**src/rtl/laser_pkg.sv**
```systemverilog
// Shared types, defaults and distance helper for the laser stimulus scorer.
package laser_pkg;

  localparam int unsigned N_POINTS_DEF    = 40;
  localparam int unsigned R_SQ_DEF        = 16;
  localparam int unsigned TIMEOUT_CYC_DEF = 4096;

  localparam int unsigned COORD_W = 4;
  localparam int unsigned ADDR_W  = 6;
  localparam int unsigned SCORE_W = 6;
  localparam int unsigned D2_W    = 9;

  typedef enum logic [2:0] {
    S_IDLE      = 3'd0,
    S_STREAM    = 3'd1,
    S_WAIT_DONE = 3'd2,
    S_SCORE     = 3'd3,
    S_REPORT    = 3'd4
  } state_t;

  // Squared Euclidean distance; squares via |dx| so the 9-bit sum is exact.
  function automatic logic [D2_W-1:0] dist_sq(
    input logic [COORD_W-1:0] x,
    input logic [COORD_W-1:0] y,
    input logic [COORD_W-1:0] cx,
    input logic [COORD_W-1:0] cy
  );
    logic signed [COORD_W:0] dx;
    logic signed [COORD_W:0] dy;
    logic [COORD_W-1:0]      ax;
    logic [COORD_W-1:0]      ay;
    logic [2*COORD_W-1:0]    sx;
    logic [2*COORD_W-1:0]    sy;
    dx = $signed({1'b0, x}) - $signed({1'b0, cx});
    dy = $signed({1'b0, y}) - $signed({1'b0, cy});
    ax = dx[COORD_W] ? COORD_W'(-dx) : dx[COORD_W-1:0];
    ay = dy[COORD_W] ? COORD_W'(-dy) : dy[COORD_W-1:0];
    sx = {{COORD_W{1'b0}}, ax} * {{COORD_W{1'b0}}, ax};
    sy = {{COORD_W{1'b0}}, ay} * {{COORD_W{1'b0}}, ay};
    return {1'b0, sx} + {1'b0, sy};
  endfunction

endpackage

```
**src/rtl/laser_cover_chk.sv**
```systemverilog
// Combinational coverage test of one point against both captured circles.
module laser_cover_chk
  import laser_pkg::*;
#(
  parameter int unsigned R_SQ = R_SQ_DEF
) (
  input  logic [3:0] i_x,
  input  logic [3:0] i_y,
  input  logic [3:0] i_c1x,
  input  logic [3:0] i_c1y,
  input  logic [3:0] i_c2x,
  input  logic [3:0] i_c2y,
  output logic       o_covered_c
);

  logic [D2_W-1:0] w_d2_1;
  logic [D2_W-1:0] w_d2_2;

  assign w_d2_1      = dist_sq(i_x, i_y, i_c1x, i_c1y);
  assign w_d2_2      = dist_sq(i_x, i_y, i_c2x, i_c2y);
  assign o_covered_c = (w_d2_1 <= D2_W'(R_SQ)) || (w_d2_2 <= D2_W'(R_SQ));

endmodule

```
**src/rtl/laser_stim_scorer.sv**
```systemverilog
// Streams a stored point burst to the LASER block, waits for its circle
// centres, then scores how many points fall inside either circle.
module laser_stim_scorer
  import laser_pkg::*;
#(
  parameter int unsigned N_POINTS    = N_POINTS_DEF,
  parameter int unsigned R_SQ        = R_SQ_DEF,
  parameter int unsigned TIMEOUT_CYC = TIMEOUT_CYC_DEF
) (
  input  logic       CLK,
  input  logic       RST,
  input  logic       wr_en,
  input  logic [5:0] wr_addr,
  input  logic [3:0] wr_x,
  input  logic [3:0] wr_y,
  input  logic       start,
  output logic [3:0] X,
  output logic [3:0] Y,
  input  logic       DONE,
  input  logic [3:0] C1X,
  input  logic [3:0] C1Y,
  input  logic [3:0] C2X,
  input  logic [3:0] C2Y,
  output logic       busy,
  output logic       score_valid,
  output logic [5:0] score,
  output logic       timeout
);

  localparam int unsigned TMR_W = $clog2(TIMEOUT_CYC + 1);

  state_t                r_state;
  logic [ADDR_W-1:0]     r_idx;
  logic [SCORE_W-1:0]    r_cnt;
  logic [TMR_W-1:0]      r_tmr;
  logic [COORD_W-1:0]    r_c1x, r_c1y, r_c2x, r_c2y;
  logic [COORD_W-1:0]    r_x, r_y;
  logic                  r_busy;
  logic                  r_score_valid;
  logic [SCORE_W-1:0]    r_score;
  logic                  r_timeout;
  logic [COORD_W-1:0]    r_bx [N_POINTS];
  logic [COORD_W-1:0]    r_by [N_POINTS];

  logic                  w_wr_ok;
  logic                  w_covered;

  assign w_wr_ok = (r_state == S_IDLE) && wr_en && (32'(wr_addr) < N_POINTS);

  // Point buffer: written only while idle, deliberately not reset.
  always_ff @(posedge CLK) begin
    if (w_wr_ok) begin
      r_bx[wr_addr] <= wr_x;
      r_by[wr_addr] <= wr_y;
    end
  end

  laser_cover_chk #(
    .R_SQ (R_SQ)
  ) u_cover_chk (
    .i_x         (r_bx[r_idx]),
    .i_y         (r_by[r_idx]),
    .i_c1x       (r_c1x),
    .i_c1y       (r_c1y),
    .i_c2x       (r_c2x),
    .i_c2y       (r_c2y),
    .o_covered_c (w_covered)
  );

  always_ff @(posedge CLK) begin
    if (RST) begin
      r_state       <= S_IDLE;
      r_idx         <= '0;
      r_cnt         <= '0;
      r_tmr         <= '0;
      r_c1x         <= '0;
      r_c1y         <= '0;
      r_c2x         <= '0;
      r_c2y         <= '0;
      r_x           <= '0;
      r_y           <= '0;
      r_busy        <= 1'b0;
      r_score_valid <= 1'b0;
      r_score       <= '0;
      r_timeout     <= 1'b0;
    end else begin
      r_score_valid <= 1'b0;
      r_timeout     <= 1'b0;
      r_x           <= '0;
      r_y           <= '0;
      case (r_state)
        S_IDLE: begin
          if (start) begin
            r_state <= S_STREAM;
            r_busy  <= 1'b1;
            r_idx   <= ADDR_W'(1);
            // A same-cycle write to entry 0 must reach the first streamed point.
            if (wr_en && (wr_addr == '0)) begin
              r_x <= wr_x;
              r_y <= wr_y;
            end else begin
              r_x <= r_bx[0];
              r_y <= r_by[0];
            end
          end
        end
        S_STREAM: begin
          if (32'(r_idx) == N_POINTS) begin
            r_state <= S_WAIT_DONE;
            r_idx   <= '0;
            r_tmr   <= '0;
          end else begin
            r_x   <= r_bx[r_idx];
            r_y   <= r_by[r_idx];
            r_idx <= r_idx + ADDR_W'(1);
          end
        end
        S_WAIT_DONE: begin
          if (DONE) begin
            r_state <= S_SCORE;
            r_c1x   <= C1X;
            r_c1y   <= C1Y;
            r_c2x   <= C2X;
            r_c2y   <= C2Y;
            r_idx   <= '0;
            r_cnt   <= '0;
          end else if (r_tmr == TMR_W'(TIMEOUT_CYC - 1)) begin
            r_state   <= S_IDLE;
            r_busy    <= 1'b0;
            r_timeout <= 1'b1;
            r_tmr     <= '0;
          end else begin
            r_tmr <= r_tmr + TMR_W'(1);
          end
        end
        S_SCORE: begin
          if (32'(r_idx) == N_POINTS - 1) begin
            r_state       <= S_REPORT;
            r_score       <= r_cnt + SCORE_W'(w_covered);
            r_score_valid <= 1'b1;
            r_idx         <= '0;
          end else begin
            r_cnt <= r_cnt + SCORE_W'(w_covered);
            r_idx <= r_idx + ADDR_W'(1);
          end
        end
        S_REPORT: begin
          r_state <= S_IDLE;
          r_busy  <= 1'b0;
        end
        default: begin
          r_state <= S_IDLE;
          r_busy  <= 1'b0;
        end
      endcase
    end
  end

  assign X           = r_x;
  assign Y           = r_y;
  assign busy        = r_busy;
  assign score_valid = r_score_valid;
  assign score       = r_score;
  assign timeout     = r_timeout;

endmodule

```
**config.mk**
```make
export PLATFORM = sky130hd
export DESIGN_NAME = laser_stim_scorer
export DESIGN_NICKNAME = d
export VERILOG_FILES = /design/src/rtl/laser_pkg.sv /design/src/rtl/laser_cover_chk.sv /design/src/rtl/laser_stim_scorer.sv
export SDC_FILE = /design/constraint.sdc
export NUM_CORES = 1
export LEC_CHECK = 0
export CAP_MARGIN = 20
export CELL_PAD_IN_SITES_DETAIL_PLACEMENT = 1
export CELL_PAD_IN_SITES_GLOBAL_PLACEMENT = 2
export CORE_MARGIN = 1.5
export CORE_UTILIZATION = 30
export CTS_BUF_LIST = sky130_fd_sc_hd__clkbuf_4 sky130_fd_sc_hd__clkbuf_8
export CTS_CLUSTER_DIAMETER = 120
export DETAILED_ROUTE_END_ITERATION = 16
export PLACE_DENSITY_LB_ADDON = 0.1
export RECOVER_POWER = 50
export SETUP_SLACK_MARGIN = 0.3
export SLEW_MARGIN = 20
export SYNTH_ARGS = -nofsm -noshare
export SYNTH_HDL_FRONTEND = slang
export SYNTH_SLANG_ARGS = --single-unit
```
**constraint.sdc**
```tcl
create_clock -name CLK -period 8.6 [get_ports CLK]
set_clock_uncertainty 0.2 [all_clocks]
set_input_delay 1.29 -clock CLK [delete_from_list [all_inputs] [get_ports CLK]]
set_output_delay 1.29 -clock CLK [all_outputs]
set_load 0.01 [all_outputs]
```
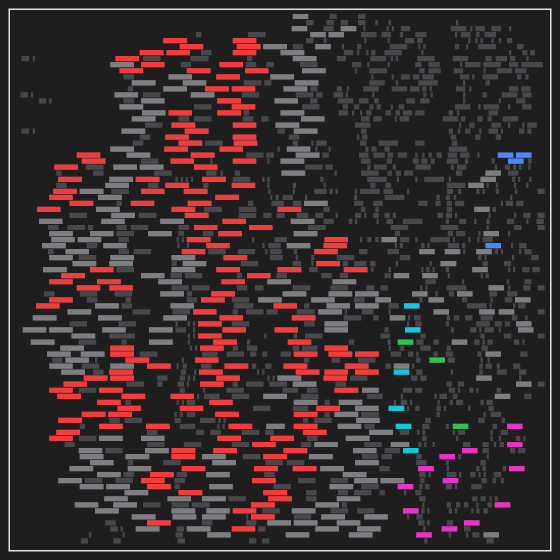
(register map, names as in the netlist)
Other sequential cells in the stronger grey, the rest of the logic in the fainter grey.
Cyan is `r_idx`, flops 6. Green is `r_state`, flops 3. Magenta is `r_tmr`, flops 13, where south-east. Red is `r_by`, flops 160. Blue is `r_c1x`, flops 4, where north-east.
Another 201 sequential cells are not coloured.
end-of-flow core utilization: 0.3651
sequential share of cell area: 0.5223

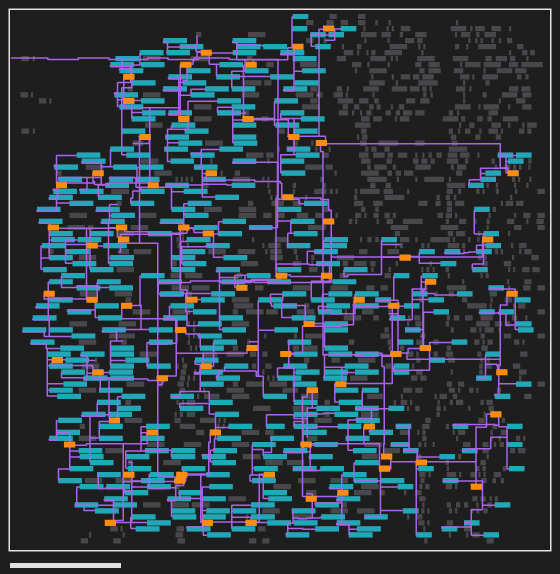
(routed clock nets over the placement)
The bar under the picture is 50 um long.
Purple is clock wires, length 6290 um. Orange is clock drivers, count 71. Cyan is flip-flops, count 387.
There are 72 routed clock nets. Position of the flops: widely spread.
clock latency on the worst-skew pair: 630 ps
Clock group: 1.68 mW
Clock Power Share: 0.286

[stage by stage]
stage	util	std cells
after CTS	0.3587	2039
final	0.3651	2059
after detailed placement	0.3304	1913
after global placement	0.3304	1913
after global routing	0.3651	2059
after floorplan	-	1101
[flip-flops by register name, indices dropped and copies added, names as in the netlist, named ones only]
register / cells
r_cnt: 6
timeout: 1
r_c2y: 4
r_state: 3
busy: 1
r_tmr: 13
r_idx: 6
r_c1y: 4
r_c2x: 4
r_c1x: 4
score_valid: 1
X: 4
r_bx: 160
score: 6
r_by: 160
Y: 4
[layout by cell type, fill, tap and decap left out, types with 5 or more instances in the layout]
cell	count
edfxtp_1	320
mux4_2	96
nor2_1	91
clkbuf_8	75
nand2_1	68
dfxtp_1	64
inv_1	64
ha_1	48
buf_4	41
a21oi_1	35
clkdlybuf4s50_1	35
clkbuf_4	24
fa_1	17
mux2i_1	15
dlygate4sd3_1	15
a21o_1	13
nor3_1	13
xnor2_1	11
xor2_1	11
mux2_2	10
buf_12	10
inv_2	9
fa_2	9
clkinv_1	9
clkbuf_1	9
o21ai_1	8
nor4_1	8
mux2_4	7
nor2b_1	7
or2_2	7
ha_4	7
o21ai_4	6
o21ai_0	6
nand2b_1	5
a31oi_1	5
nor2_2	5
nand3b_1	5
nand3_1	5
buf_6	5
[synthesized netlist by cell type, drive strengths merged (3+ instances only)]
cell type  count
xor2          12
inv           74
xor3           4
xnor2         12
a31oi          5
ha            59
nand3b         5
or2            7
clkbuf        24
nand4b         4
mux2          17
nor4           9
fa            26
nand4          4
o31ai          4
nor2b          7
mux2i         15
nor3          14
o21ai         21
mux4          96
nand2         68
edfxtp       320
buf           16
a21o          13
a22oi          4
dfxtp         67
nand3          7
o21bai         4
o21a           3
nor2          98
nand2b         5
a21oi         38
or3b           4
[report_power, final]
group / switching [mW] / total, mW / internal, mW / leakage [nW]
registers: 0.0160 / 2.06 / 2.05 / 3.42
clock network: 0.780 / 1.68 / 0.901 / 0.689
logic: 1.09 / 2.14 / 1.05 / 2.85
total: 1.88 / 5.88 / 4.00 / 6.96
[timing repair]
item	in CTS	in global routing
setup buffers	10	19
endpoints found under the hold margin	0	0
gates cloned	1	1
gates resized	42	58
pin swaps	10	28
endpoints found under the setup margin	11	10
[how the worst min path moves through the flow]
| stage | from | end | slack [ps] | cells past startpoint |
|---|---|---|---|---|
| 2_1_floorplan | r_tmr[12] | r_tmr[12] | 220 | 1 |
| 3_3_place_gp | r_tmr[12] | r_tmr[12] | 230 | 1 |
| 3_5_place_dp | r_tmr[12] | r_tmr[12] | 230 | 1 |
| 4_1_cts | r_tmr[12] | r_tmr[12] | 240 | 1 |
| 5_1_grt | r_tmr[12] | r_tmr[12] | 250 | 1 |
| 6_report | r_tmr[12] | r_tmr[12] | 240 | 1 |
[routing by layer]
layer / routed length [um] / share of wire
met5: 0 / 0
met4: 1160 / 0.024
met3: 1692 / 0.036
met2: 22940 / 0.48
met1: 21610 / 0.46
[final cells by class]
class / instances / area share
well taps: 765 / 0.04562
flip-flops and latches: 387 / 0.5223
inverters: 74 / 0.01336
clock buffers: 99 / 0.05778
repair buffers: 118 / 0.05534
clock inverters: 16 / 0.003757
multi-input cells: 600 / 0.3018
==> ci_impl_report.md <==
## PnR job results

| Metric | Value |
|---|---|
| Setup crit start kind | flip-flop |
| RSZ-0062 raised after global routing | true |
| Worst setup endpoint | r_cnt[4] |
| Total CTS buffers | 71 |
| YS chip area | 17370 um^2 |
| Leading area contributor after synthesis | edfxtp_1 |
| Vias per Instance | 4.820 |
| DR iter-0 viols | ~500 |
| Pre-antenna DRT Iters | 4 |
| Failing checks | max-capacitance violations, max-slew violations |
| Synth Net Count | 1221 |
| Root buffer cell | clkbuf_8 |
| Critical path's slowest cell | fa_1 |
| Setup violators final | 0 |
| Post-layout power | 5.881 mW |
| Leak | a little under 7 nW |
| Syn avg cell area | about 16 um^2 |
| Synth Seq Share | 0.6303 |
| Asr flop ratio synth | 0 |
| Ports | roughly 52 |
| Status | complete, but fails checks |
| Crit path buf inv count | 7 |
| Pre-CTS WS | -103.4 ps |
| CTS tree | yes |
| Hold Fails Final Rpt | 0 |
| Die Size | just under 60000 um^2 |
| Slew Limit Fails | approximately 380 |
| Final min period | 8195 ps |
| Critical Path AT | 8420 ps |
| Fp util | 0.3023 |
| Crit end category | flip-flop |
| Post-route DRC | 0 |
| Max-cap violation count | 9 |
| Pwr Density | ~280 nW/um^2 |
| WS Path Type | flip-flop to flip-flop |
| Core Area | between 50000 and 60000 um^2 |
| Top cells, area | edfxtp_1 55%, mux4_2 12%, dfxtp_1 7.7% |
| Slew @ Worst Pin | 2286 ps |
| R2R Setup Slk | around 400 ps |
| Post-DP HPWL | between 30000 and 40000 um |
| Ys cells | roughly 1.1k |
| CP max FO | 7 |
| Area grow syn2layout | 20.76% |
| Total grt overflow | 0 |
| R2r endpoint | r_cnt[4] |
Power is estimated from default activity; no workload was simulated.
